Run 1, clock routing:
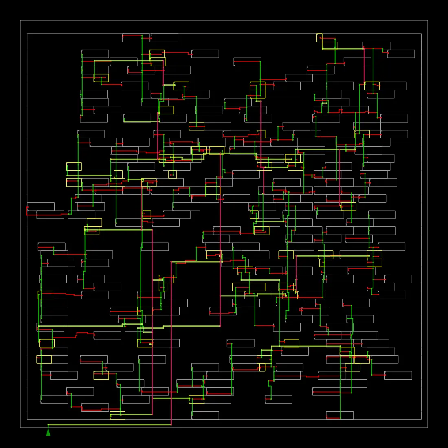
Run 1, supply network:
(3 px per µm) Pins as bars on the die edge.
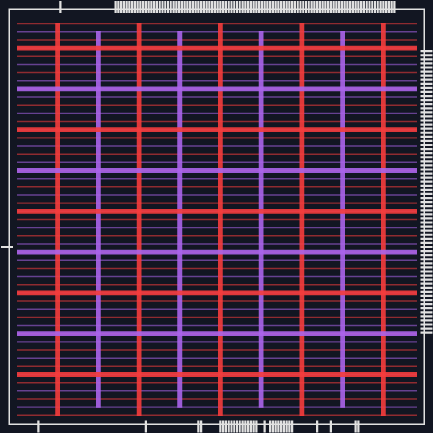
Run 1, placement density heat map:
(3 px per µm) The die is cut into 14 by 14 equal tiles; black is low, pale yellow is high, 0 to 100% covered.
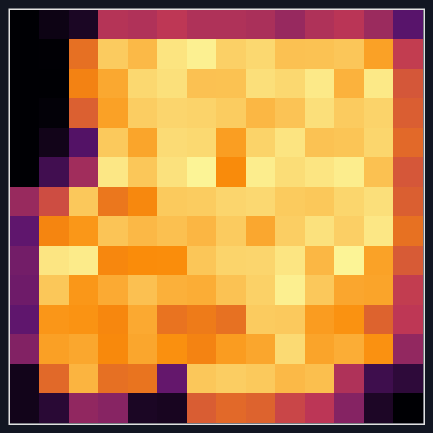
$ cat src/rtl/ddr2_tgen_pkg.sv
// Shared definitions for the DDR2 traffic generator: FSM encoding,
// the address-derived data pattern, the LFSR tap mask and the error
// counter width.
package ddr2_tgen_pkg;

    typedef enum logic [2:0] {
        ST_IDLE     = 3'd0,
        ST_WR_ISSUE = 3'd1,
        ST_WR_ACK   = 3'd2,
        ST_WR_DONE  = 3'd3,
        ST_RD_ISSUE = 3'd4,
        ST_RD_ACK   = 3'd5,
        ST_RD_DONE  = 3'd6,
        ST_FIN      = 3'd7
    } tgen_state_t;

    localparam int ERR_CNT_W = 16;

    // Fibonacci taps 64,63,61,60 (1-based) -> bits 63,62,60,59.
    localparam logic [63:0] LFSR_TAPS = 64'hD800_0000_0000_0000;

    // Upper half is the inverted zero-extended address, lower half the address.
    function automatic logic [63:0] addr_pattern(input logic [31:0] a);
        return {~a, a};
    endfunction

endpackage

$ cat src/rtl/ddr2_tgen_lfsr.sv
// 64-bit Fibonacci LFSR with synchronous load (priority) and step.
// Pure datapath: always loaded before its value is consumed, so no reset.
import ddr2_tgen_pkg::*;

module ddr2_tgen_lfsr #(
    parameter logic [63:0] SEED = 64'h0123_4567_89AB_CDEF
) (
    input  logic        clk,
    input  logic        load,
    input  logic        step,
    output logic [63:0] q
);

    // Load the seed or shift in the XOR of the tapped bits.
    always_ff @(posedge clk) begin
        if (load) begin
            q <= SEED;
        end else if (step) begin
            q <= {q[62:0], ^(q & LFSR_TAPS)};
        end
    end

endmodule

$ cat src/rtl/ddr2_traffic_gen.sv
// DDR2 user-port traffic generator: writes a pattern over an address
// window, reads it back, compares and reports pass/err_count/first_err_addr.
// Optional build macro TGEN_LFSR_DATA_EN selects LFSR data instead of the
// address-derived pattern.
import ddr2_tgen_pkg::*;

module ddr2_traffic_gen #(
    parameter int unsigned ADDR_W         = 26,
    parameter int unsigned DATA_W         = 64,
    parameter int unsigned START_ADDR     = 0,
    parameter int unsigned NUM_WORDS      = 256,
    parameter int unsigned ADDR_STEP      = 1,
    parameter int unsigned TIMEOUT_CYCLES = 4096,
    parameter logic [63:0] LFSR_SEED      = 64'h0123_4567_89AB_CDEF
) (
    input  logic                 clk,
    input  logic                 rst,
    input  logic                 start,
    output logic                 busy,
    output logic                 done,
    output logic                 pass,
    output logic [ERR_CNT_W-1:0] err_count,
    output logic [ADDR_W-1:0]    first_err_addr,
    output logic                 timeout,
    output logic [ADDR_W-1:0]    c_addr,
    output logic [DATA_W-1:0]    c_data_in,
    output logic                 c_wr_req,
    output logic                 c_rd_req,
    input  logic [DATA_W-1:0]    c_data_out,
    input  logic                 c_rdy
);

    localparam logic [16:0]       NUM_W = 17'(NUM_WORDS);
    localparam logic [ADDR_W-1:0] START = ADDR_W'(START_ADDR);
    localparam logic [ADDR_W-1:0] STEP  = ADDR_W'(ADDR_STEP);

    tgen_state_t          state;
    logic [16:0]          idx;
    logic [ADDR_W-1:0]    addr;
    logic [31:0]          tcnt;
    logic                 progress;
    logic                 in_wait;
    logic                 tmo;
    logic                 last_word;
    logic                 mis;
    logic [DATA_W-1:0]    pat_data;
    logic [ERR_CNT_W-1:0] err_next;

    function automatic logic [ERR_CNT_W-1:0] sat_inc(input logic [ERR_CNT_W-1:0] v);
        return (&v) ? v : v + ERR_CNT_W'(1);
    endfunction

    // A wait state makes progress when the handshake condition it waits on holds.
    always_comb begin
        progress = 1'b0;
        case (state)
            ST_WR_ISSUE, ST_RD_ISSUE: progress = c_rdy;
            ST_WR_ACK,   ST_RD_ACK:   progress = !c_rdy;
            ST_WR_DONE,  ST_RD_DONE:  progress = c_rdy;
            default:                  progress = 1'b0;
        endcase
    end

    assign in_wait   = (state != ST_IDLE) && (state != ST_FIN);
    assign tmo       = (tcnt == 32'(TIMEOUT_CYCLES - 1));
    assign last_word = ((idx + 17'd1) == NUM_W);
    assign mis       = (c_data_out != pat_data);
    assign err_next  = sat_inc(err_count);

`ifdef TGEN_LFSR_DATA_EN
    logic [63:0] lfsr_q;
    logic        lfsr_load;
    logic        lfsr_step;

    // Reload at start and at the write->read turn so reads replay the write sequence.
    assign lfsr_load = ((state == ST_IDLE) && start) ||
                       ((state == ST_WR_DONE) && c_rdy && last_word);
    assign lfsr_step = ((state == ST_WR_DONE) || (state == ST_RD_DONE)) && c_rdy;

    ddr2_tgen_lfsr #(
        .SEED (LFSR_SEED)
    ) u_lfsr (
        .clk  (clk),
        .load (lfsr_load),
        .step (lfsr_step),
        .q    (lfsr_q)
    );

    assign pat_data = DATA_W'(lfsr_q);
`else
    logic lfsr_seed_unused;

    assign pat_data         = DATA_W'(addr_pattern(32'(addr)));
    // The seed only matters for the LFSR build.
    assign lfsr_seed_unused = ^LFSR_SEED;
`endif

    // Main sequencer: handshake FSM, per-state timeout, result registers.
    always_ff @(posedge clk or posedge rst) begin
        if (rst) begin
            state          <= ST_IDLE;
            busy           <= 1'b0;
            done           <= 1'b0;
            pass           <= 1'b0;
            err_count      <= '0;
            first_err_addr <= '0;
            timeout        <= 1'b0;
            c_addr         <= '0;
            c_data_in      <= '0;
            c_wr_req       <= 1'b0;
            c_rd_req       <= 1'b0;
            idx            <= '0;
            addr           <= '0;
            tcnt           <= '0;
        end else begin
            done     <= 1'b0;
            c_wr_req <= 1'b0;
            c_rd_req <= 1'b0;

            if (progress || !in_wait) begin
                tcnt <= '0;
            end else begin
                tcnt <= tcnt + 32'd1;
            end

            case (state)
                ST_IDLE: begin
                    if (start) begin
                        busy           <= 1'b1;
                        pass           <= 1'b0;
                        err_count      <= '0;
                        first_err_addr <= '0;
                        timeout        <= 1'b0;
                        idx            <= '0;
                        addr           <= START;
                        state          <= ST_WR_ISSUE;
                    end
                end
                ST_WR_ISSUE: begin
                    if (c_rdy) begin
                        c_wr_req  <= 1'b1;
                        c_addr    <= addr;
                        c_data_in <= pat_data;
                        state     <= ST_WR_ACK;
                    end
                end
                ST_WR_ACK: begin
                    if (!c_rdy) state <= ST_WR_DONE;
                end
                ST_WR_DONE: begin
                    if (c_rdy) begin
                        if (last_word) begin
                            idx   <= '0;
                            addr  <= START;
                            state <= ST_RD_ISSUE;
                        end else begin
                            idx   <= idx + 17'd1;
                            addr  <= addr + STEP;
                            state <= ST_WR_ISSUE;
                        end
                    end
                end
                ST_RD_ISSUE: begin
                    if (c_rdy) begin
                        c_rd_req <= 1'b1;
                        c_addr   <= addr;
                        state    <= ST_RD_ACK;
                    end
                end
                ST_RD_ACK: begin
                    if (!c_rdy) state <= ST_RD_DONE;
                end
                ST_RD_DONE: begin
                    if (c_rdy) begin
                        if (mis) begin
                            err_count <= err_next;
                            if (err_count == '0) first_err_addr <= addr;
                        end
                        if (last_word) begin
                            busy  <= 1'b0;
                            done  <= 1'b1;
                            pass  <= (err_count == '0) && !mis;
                            state <= ST_FIN;
                        end else begin
                            idx   <= idx + 17'd1;
                            addr  <= addr + STEP;
                            state <= ST_RD_ISSUE;
                        end
                    end
                end
                ST_FIN: begin
                    state <= ST_IDLE;
                end
                default: begin
                    state <= ST_IDLE;
                end
            endcase

            // A wait state that never sees its condition aborts the run.
            if (in_wait && !progress && tmo) begin
                timeout <= 1'b1;
                busy    <= 1'b0;
                done    <= 1'b1;
                pass    <= 1'b0;
                state   <= ST_FIN;
            end
        end
    end

endmodule

$ cat config.mk
export PLATFORM = sky130hd
export DESIGN_NAME = ddr2_traffic_gen
export DESIGN_NICKNAME = d
export VERILOG_FILES = /design/src/rtl/ddr2_tgen_pkg.sv /design/src/rtl/ddr2_tgen_lfsr.sv /design/src/rtl/ddr2_traffic_gen.sv
export SDC_FILE = /design/constraint.sdc
export NUM_CORES = 1
export LEC_CHECK = 0
export ABC_CLOCK_PERIOD_IN_PS = 12300
export CORE_MARGIN = 2
export CORE_UTILIZATION = 58
export CTS_BUF_LIST = sky130_fd_sc_hd__clkbuf_4 sky130_fd_sc_hd__clkbuf_8
export CTS_CLUSTER_DIAMETER = 150
export DETAILED_ROUTE_END_ITERATION = 7
export PLACE_DENSITY = 0.92
export SLEW_MARGIN = 30
export SYNTH_ARGS = -nofsm -noshare
export SYNTH_HDL_FRONTEND = slang
export SYNTH_SLANG_ARGS = --single-unit
$ cat constraint.sdc
create_clock -name clk -period 12.3 [get_ports clk]
set_input_delay 1.23 -clock clk [delete_from_list [all_inputs] [get_ports clk]]
set_output_delay 1.23 -clock clk [all_outputs]
set_load 0.05 [all_outputs]
==> flow_summary.yaml, run 1 <==
# generated from flow reports
pwr:
  power.density_mw_per_mm2: 188
  power.total_mw: 2.48
setup_path:
  worstPathCellList: "clkdlybuf4s50_1, or4_1, nor4_1, nand4_1, or4_1, a31oi_2, o21ai_0, a21oi_1"
  endpoint_kind: "register"
  slowest_delay_ps: 700
  worst-r2r-setup-slack_ps: 8510
  crit_fanout: 20
  reg2reg_from: "idx[0]"
  crit_top_cell: "or4_1"
  required_ps: 12740
  crit_buf_inv: 1
  start_kind: "input port"
  critical_path_depth: 8
  crit_family: "simple AND/OR/NAND/NOR gates"
  critPathSlowestCell: "or4_1"
  reg2regPathDepth: 8
  reg2reg_to: "addr[3]"
  worstPathArrival_ps: 4460
  criticalPathCategory: "in -> reg"
die:
  rows: 48
  die-area_mm2: 0.0190
  fp_util_pct: 59.6
  io_pins: 206
yosys:
  async_flop_share_pct: 100
  ff_type: "dfrtp_1"
  ys_warn_count: 0
  ys_cells: 1109
  ys_area_mm2: 0.0104
  edf_count: 0
  synth_flops: 205
  syn_area_mm2: 0.0104
  avgSynthCellArea_um2: 9.37
  ys_seq_share_pct: 49.4
  yosys.cell_types.count: 59
route:
  vias: 9364
  dr.pass1.iters: 5
  wl_per_cell_um: 20.2
  via_per_inst: 6.18
  initialDrtViolationCount: 833
  wl_mm: 30.6
  postRouteAntennaNets: 0
clock_network:
  cts_setup_buffers: 0
  clock_path_buffers: 3
  holdBufCountCts: 0
  clkSinkCount: 205
  clock_latency_ps: 530
  clk_pin_slew_ps: 70
  numCtsBuffers: 34
  cts_tree: "built"
  htreeDepth: 2
  clock_tree.root_cell: "clkbuf_8"
placed_design:
  pre_cts_ws_ps: 7880
  gp_congestion: 0.853
  port_buffers: 199
  placed_cells: 1457
  placed_cell_area_mm2: 0.0124
global_routing:
  grt_max_degree: 130
  track_usage_pct: 32.4
  grt_remaining_overflow: 0
  grt_pass1_wl_mm: 47.8
  grt_pass1_vias: 9220
finish:
  regArea_mm2: 0.00513
  nets: 1341
  postLayoutCoreUtil_pct: 75.6
  comb_area_mm2: 0.00473
  drive_gt1_share_pct: 8.53
  final_cell_mix: "dfrtp_1 (205), clkdlybuf4s50_1 (199), nand2_1 (182), a31oi_1 (62), nor2_1 (60)"
  num-fill-cells: 1084
  stdcell_area_mm2: 0.0132
  lay_top_count: "dfrtp_1"
  area_growth_pct: 26.7
  finalNonFillerCells: 1516
final_timing:
  setup_tns_ps: 0
  tightest_slew_ps: 799
  grt_setup_unrepaired: "false"
  fin_crit_sh_pct: 32.7
  layout_min_cycle_time_ps: 4020
  fmax_mhz: 249
  whs_ps: 456
  final_max_slew_viol_count: 0
  maxSlewHeadroom_pct: 46.3
  setup_viol: 0
  hold_violations: 0
job:
  drv_cap: 0
  warnings: 30
hold_path:
  min_path_cells: 1
  hp-class: "reg -> reg"
  min-delay-start: "tcnt[0]"
outcome:
  status: "completed"
Back to the opening pictures, 'clock routing':
clock network power: 661 µW
clock buffer count: 54
Worst Skew: 29.4 ps

Back to the opening pictures, 'supply network':
| colour | net |
|---|---|
| red | VSS |
| purple | VDD |
met4 straps: 9
met1 rails: 49
die outline height: 138 µm
core box area: 0.0174 mm²
Die Width: 138 µm

Back to the opening pictures, 'placement density heat map':
mean over tiles: 68%
tiles over 75% full: 58%
emptiest ninth of the die: top left
nearly empty tiles: 5.1%

==> run 1: report_power, final <==
part / switching (mW) / total, mW / internal, mW
Sequential: 0.117 / 0.896 / 0.779
Clock: 0.278 / 0.661 / 0.383
Combinational: 0.629 / 0.924 / 0.295
==> run 1: cell usage after synthesis (2+ instances only) <==
| master | n | share of area (%) |
|---|---|---|
| buf_1 | 5 | 0.18 |
| a21o_1 | 2 | 0.14 |
| mux2i_1 | 32 | 3.1 |
| nand3b_1 | 3 | 0.22 |
| buf_2 | 20 | 0.96 |
| or3b_2 | 2 | 0.17 |
| nand4_1 | 19 | 1.1 |
| nor3b_1 | 7 | 0.51 |
| and3b_1 | 8 | 0.67 |
| o21ai_0 | 56 | 2.7 |
| nor4b_1 | 3 | 0.25 |
| inv_1 | 41 | 1.5 |
| mux2_2 | 26 | 2.8 |
| a211oi_1 | 3 | 0.22 |
| xor2_1 | 41 | 3.5 |
| xnor2_1 | 23 | 1.9 |
| and2_1 | 15 | 0.90 |
| ha_1 | 5 | 0.60 |
| nor4_1 | 19 | 1.1 |
| nor2b_1 | 4 | 0.24 |
| dfrtp_1 | 205 | 49 |
| nand3_1 | 40 | 1.9 |
| or3_1 | 16 | 0.96 |
| buf_4 | 11 | 0.80 |
| nor4_2 | 2 | 0.24 |
| nor2_1 | 61 | 2.2 |
| o31ai_1 | 5 | 0.36 |
| and4_1 | 9 | 0.76 |
| clkbuf_1 | 55 | 2.0 |
| a21oi_1 | 21 | 1.0 |
| and3_1 | 29 | 1.7 |
| nor3_1 | 7 | 0.34 |
| a31oi_1 | 63 | 3.8 |
| nand2b_1 | 26 | 1.6 |
| a22o_1 | 5 | 0.42 |
| nand2_1 | 182 | 6.6 |
| o22ai_1 | 7 | 0.42 |
| o211ai_1 | 2 | 0.14 |
| or4_1 | 7 | 0.51 |
| nand4b_1 | 3 | 0.25 |
==> run 1: worst max-delay path by stage <==
stage | slack, ps | end | from
floorplan | 5470 | addr[0] | rst
global placement | 7780 | err_count[9] | c_data_out[37]
detailed placement | 7880 | err_count[7] | c_data_out[27]
CTS | 8410 | err_count[2] | c_data_out[27]
global route | 8270 | addr[3] | idx[1]
finish | 8280 | err_count[2] | c_data_out[27]
==> run 1: state kept, by name (all words and copies together) (netlist names), 3 cells and up <==
register,count
addr,26
c_addr,26
c_data_in,53
err_count,16
first_err_addr,26
idx,17
state,3
tcnt,32
==> run 1: area by class of cell <==
type | instances | area share [%]
sequential | 205 | 39.0
antenna | 1 | 0.0190
tap | 225 | 2.14
timing repair buffer | 210 | 15.9
inverter | 42 | 1.29
clock buffer | 54 | 5.36
multi-input combinational | 775 | 35.9
clock inverter | 4 | 0.342
==> run 1: cell families after synthesis <==
logic type | synth area share (%)
AOI/OAI and AO/OA | 10.2
xor gates and xnor gates | 5.40
adders and majority gates | 0.602
buffers and inverters | 5.49
DFF | 49.4
muxes | 5.90
other | 0.0361
and+or+nand+nor | 22.9
==> run 1: layer usage <==
metal	global-route usage, %	routed length [µm]	share of wire [%]	vias up
li1	-	-	-	4164
met1	38.2	11200	37	4567
met2	53.2	15000	49	498
met3	8.68	2640	8.6	135
met4	19.3	1690	5.5	0
met5	0	0	0	-
==> run 1 -> run 2 <==
ABC_CLOCK_PERIOD_IN_PS = 3350   (was 12300)
CORE_UTILIZATION = 49   (was 58)
PLACE_DENSITY = 0.83   (was 0.92)
clock period = 3.35 ns   (was 12.3 ns; I/O delays follow)
Run 2, clock routing:
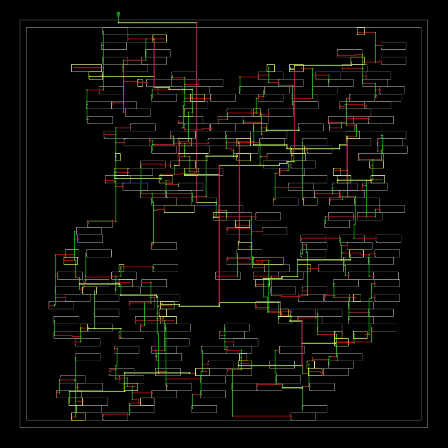
clock network power: 2.54 mW
clk latency late pin: 530 ps
total CTS buffers: 34

Run 2, sequential cells grouped by signal name:
(2 px per µm)
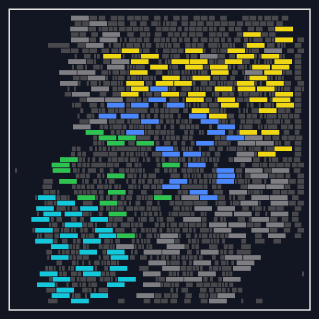
| colour | netlist name | flops |
|---|---|---|
| blue | addr | 26 |
| green | idx | 17 |
| yellow | c_data_in | 53 |
| cyan | tcnt | 32 |

==> flow_summary.yaml, run 2 <==
# generated from flow reports
global_routing:
  grt_pass1_wl_mm: 46.9
  track_usage_pct: 26.3
  grt_max_degree: 143
  grt_pass1_vias: 8855
setup_path:
  crit_family: "simple AND/OR/NAND/NOR gates"
  crit_buf_inv: 1
  criticalPathCategory: "reg -> reg"
  setup.worst_path.start: "idx[0]"
  endpoint_kind: "register"
finish:
  area_growth_pct: 30.2
  final_cell_mix: "dfrtp_1 (205), clkdlybuf4s50_1 (199), nand2_1 (182), a31oi_1 (63), nor2_1 (60)"
  postLayoutCoreUtil_pct: 64.7
  num-fill-cells: 1574
  largest_reg_flops: 53
  stdcell_area_mm2: 0.0135
die:
  fp.dieH_um: 150
  io_pins: 206
  core_area_mm2: 0.0209
clock_network:
  clock_path_buffers: 3
  clkSinkCount: 205
  cts_tree: "built"
  clock_tree.root_cell: "clkbuf_8"
yosys:
  ys_warn_count: 0
  synth.most_common_cell: "dfrtp_1"
  yosys.cell_types.count: 59
  ff_type: "dfrtp_1"
  top_area_share_pct: 49.4
  synth_flops: 205
hold_path:
  hp-class: "in -> async"
job:
  warnings: 29
route:
  wl_met3_mm: 1.73
  dr_wl_met2_mm: 14.6
  routed.top_layer: "met4"
  postRouteAntennaNets: 0
  wl_met1_mm: 12.0
  dr.pass1.iters: 5
  vias: 9173
final_timing:
  final_max_slew_viol_count: 0
  tightest_slew_ps: 766
  fin_crit_sh_pct: 90.6
placed_design:
  placed_cells: 1541
outcome:
  status: "completed"
pwr:
  power.density_mw_per_mm2: 685
run 2: final cells by class:
type | instances | area, µm² | share of cell area [%]
timing repair buffer | 244 | 2370 | 17.5
sequential | 205 | 5130 | 37.9
multi-input combinational | 775 | 4720 | 34.9
inverter | 42 | 161 | 1.19
clock inverter | 10 | 159 | 1.18
tap | 275 | 344 | 2.55
clock buffer | 50 | 632 | 4.67
run 2: power breakdown:
part	switching, mW	internal [mW]
Clock	1.02	1.53
Combinational	2.33	1.16
Sequential	0.358	2.86
Total	3.71	5.55
run 2: routing by layer:
layer  track usage, %  vias up
met3             3.69       77
met5                0        -
met4             10.5        0
met2             44.3      383
met1             34.5     4492
li1                 -     4221
run 2: cell families after synthesis:
logic type                 share of synthesized area, %
adders and majority gates                         0.602
other                                            0.0361
muxes                                              5.90
AOI/OAI and AO/OA                                  10.2
and+or+nand+nor                                    22.9
xor gates and xnor gates                           5.40
buffers and inverters                              5.49
DFF                                                49.4
run 2: path summary, 6_finish.rpt:
check,cells after the start,to,slack (ps)
min reg2reg,1,tcnt[0],450
min,2,err_count[4],130
max reg2reg,9,addr[3],320
max,9,addr[3],320
max in group asynchronous,3,first_err_addr[1],2200
min in group clk,1,tcnt[0],450
==> run 2 -> run 3 <==
ABC_CLOCK_PERIOD_IN_PS = 3000   (was 3350)
CORE_UTILIZATION = 54   (was 49)
PLACE_DENSITY = 0.87   (was 0.83)
RECOVER_POWER = 100   (was unset)
SKIP_LAST_GASP = 1   (was unset)
clock period = 3 ns   (was 3.35 ns; I/O delays follow)
Run 3, supply network:
(2 px per µm) Pins as bars on the die edge.
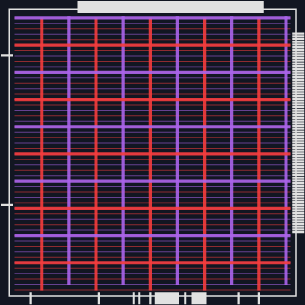
| colour | net |
|---|---|
| purple | VDD |
| red | VSS |
met5 straps: 10
met1 rails: 51
die outline height: 143 µm
Worst VDD drop: 0.000341 V
core box area: 0.0188 mm²
Die Width: 143 µm

Run 3, placement density heat map:
(2 px per µm) The die is cut into 14 by 14 equal tiles; black is low, pale yellow is high, 0 to 100% covered.
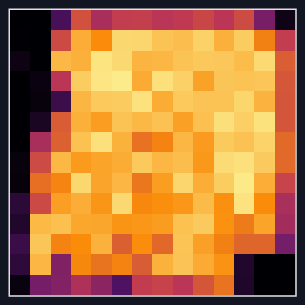
fullest tile: 96%
mean over tiles: 65%
emptiest ninth of the die: top left
nearly empty tiles: 7.7%

==> flow_summary.yaml, run 3 <==
# generated from flow reports
setup_path:
  crit_family: "simple AND/OR/NAND/NOR gates"
  reg2reg_to: "addr[12]"
  endpoint_kind: "register"
  crit_buf_inv: 1
  criticalPathCategory: "reg -> reg"
  worst-r2r-setup-slack_ps: 110
global_routing:
  grt_pass1_vias: 9140
  grtUsageMet3_pct: 4.86
  globalRouteMet1Util_pct: 37.1
  grt_pass1_wl_mm: 47.0
  track_usage_pct: 29.1
  grt_max_degree: 82
  busiest_layer: "met2"
  grt.met2_usage_pct: 48.8
finish:
  postLayoutCoreUtil_pct: 71.8
  area_growth_pct: 29.8
  largest_reg_flops: 53
  final_cell_mix: "dfrtp_1 (203), nand2_1 (182), dlygate4sd3_1 (134), clkdlybuf4s50_1 (65), a31oi_1 (63)"
outcome:
  status: "finished, violations left"
  violations: "capacitance limit, slew limit"
final_timing:
  hold_violations: 0
  tightest_slew_ps: 1550
  final_max_slew_viol_count: 35
  maxSlewHeadroom_pct: -3.71
  fin_crit_sh_pct: 96.4
clock_network:
  clock_latency_ps: 530
  clkSinkCount: 205
  cts_tree: "built"
  clock_path_buffers: 3
  numCtsBuffers: 34
  clock_tree.root_cell: "clkbuf_8"
pwr:
  power.leakage_nw: 6.36
yosys:
  yosys.cell_types.count: 59
  synth.most_common_cell: "dfrtp_1"
  top_area_share_pct: 49.4
  ys_area_mm2: 0.0104
  ff_type: "dfrtp_1"
  ys_warn_count: 0
placed_design:
  dpl.hpwl_mm: 21.4
  port_buffers: 199
job:
  drv_cap: 1
  warnings: 27
route:
  dr.pass1.iters: 5
  postRouteAntennaNets: 0
die:
  io_pins: 206
hold_path:
  hp-class: "reg -> reg"
-- run 3: netlist changes by cell type in the layout (fill, tap and decap cells not counted), sizes merged --
cell | previous run | this run
dlymetal6s2s | 0 | 1
buf | 45 | 52
bufinv | 4 | 0
clkbuf | 50 | 63
dlygate4sd3 | 0 | 134
clkinvlp | 3 | 1
clkinv | 3 | 5
inv | 42 | 41
clkdlybuf4s50 | 199 | 65
-- run 3: worst max path at each step --
stage | startpoint | endpoint | slack [ps] | cells past startpoint
after CTS | idx[3] | addr[3] | 40 | 7
final | idx[2] | addr[12] | 110 | 8
after detailed placement | c_data_out[26] | first_err_addr[17] | -170 | 9
after global placement | c_data_out[26] | first_err_addr[0] | -50 | 9
after floorplan | rst | addr[0] | 40 | 1
after global routing | idx[1] | addr[11] | 20 | 11
-- run 3: cell type report --
type | count | area (µm²)
fillers | 1279 | 5290
multi-input cells | 775 | 4740
clock buffers | 50 | 644
repair buffers | 265 | 2490
clock inverters | 5 | 25.0
well taps | 234 | 293
inverters | 42 | 159
flip-flops and latches | 205 | 5130
-- run 3: stage by stage --
stage	TNS (ps)	setup slack [ps]	area, µm²	hold slack [ps]	std cells
6_report	0	107	13500	454	1576
5_1_grt	0	18.7	13500	487	1576
4_1_cts	0	43.6	13600	242	1576
3_5_place_dp	-4920	-174	12900	448	1521
3_3_place_gp	-1080	-48.1	12900	440	1521
2_1_floorplan	0	41.7	10400	424	1114
-- run 3: cells by family after synthesis --
logic type	Yosys count	synth area share [%]
simple gates	466	22.9
flops	205	49.4
compound gates	176	10.2
buf+inv	134	5.49
xor+xnor	64	5.40
mux	58	5.90
fa+ha+maj	5	0.602
other cells	1	0.0361
-- run 3: timing repair --
action                                  in CTS  in global routing
endpoints found under the setup margin       0                 27
hold endpoints to repair                     0                  0
resized                                      0                  6
hold buffers                                 0                  0
-- run 3: metal layers --
| metal | up-vias | routed length (µm) |
|---|---|---|
| li1 | 4272 | - |
| met1 | 4580 | 11700 |
| met2 | 401 | 14700 |
| met3 | 100 | 1950 |
| met4 | 0 | 1390 |
| met5 | - | 0 |
-- run 3: report_power, final --
part,internal (mW),total (mW),switching [mW],leakage (nW)
Combinational,1.20,3.86,2.65,3.24
Clock,1.37,2.47,1.10,0.361
Sequential,3.20,3.55,0.351,2.75
Power is estimated from default activity; no workload was simulated.
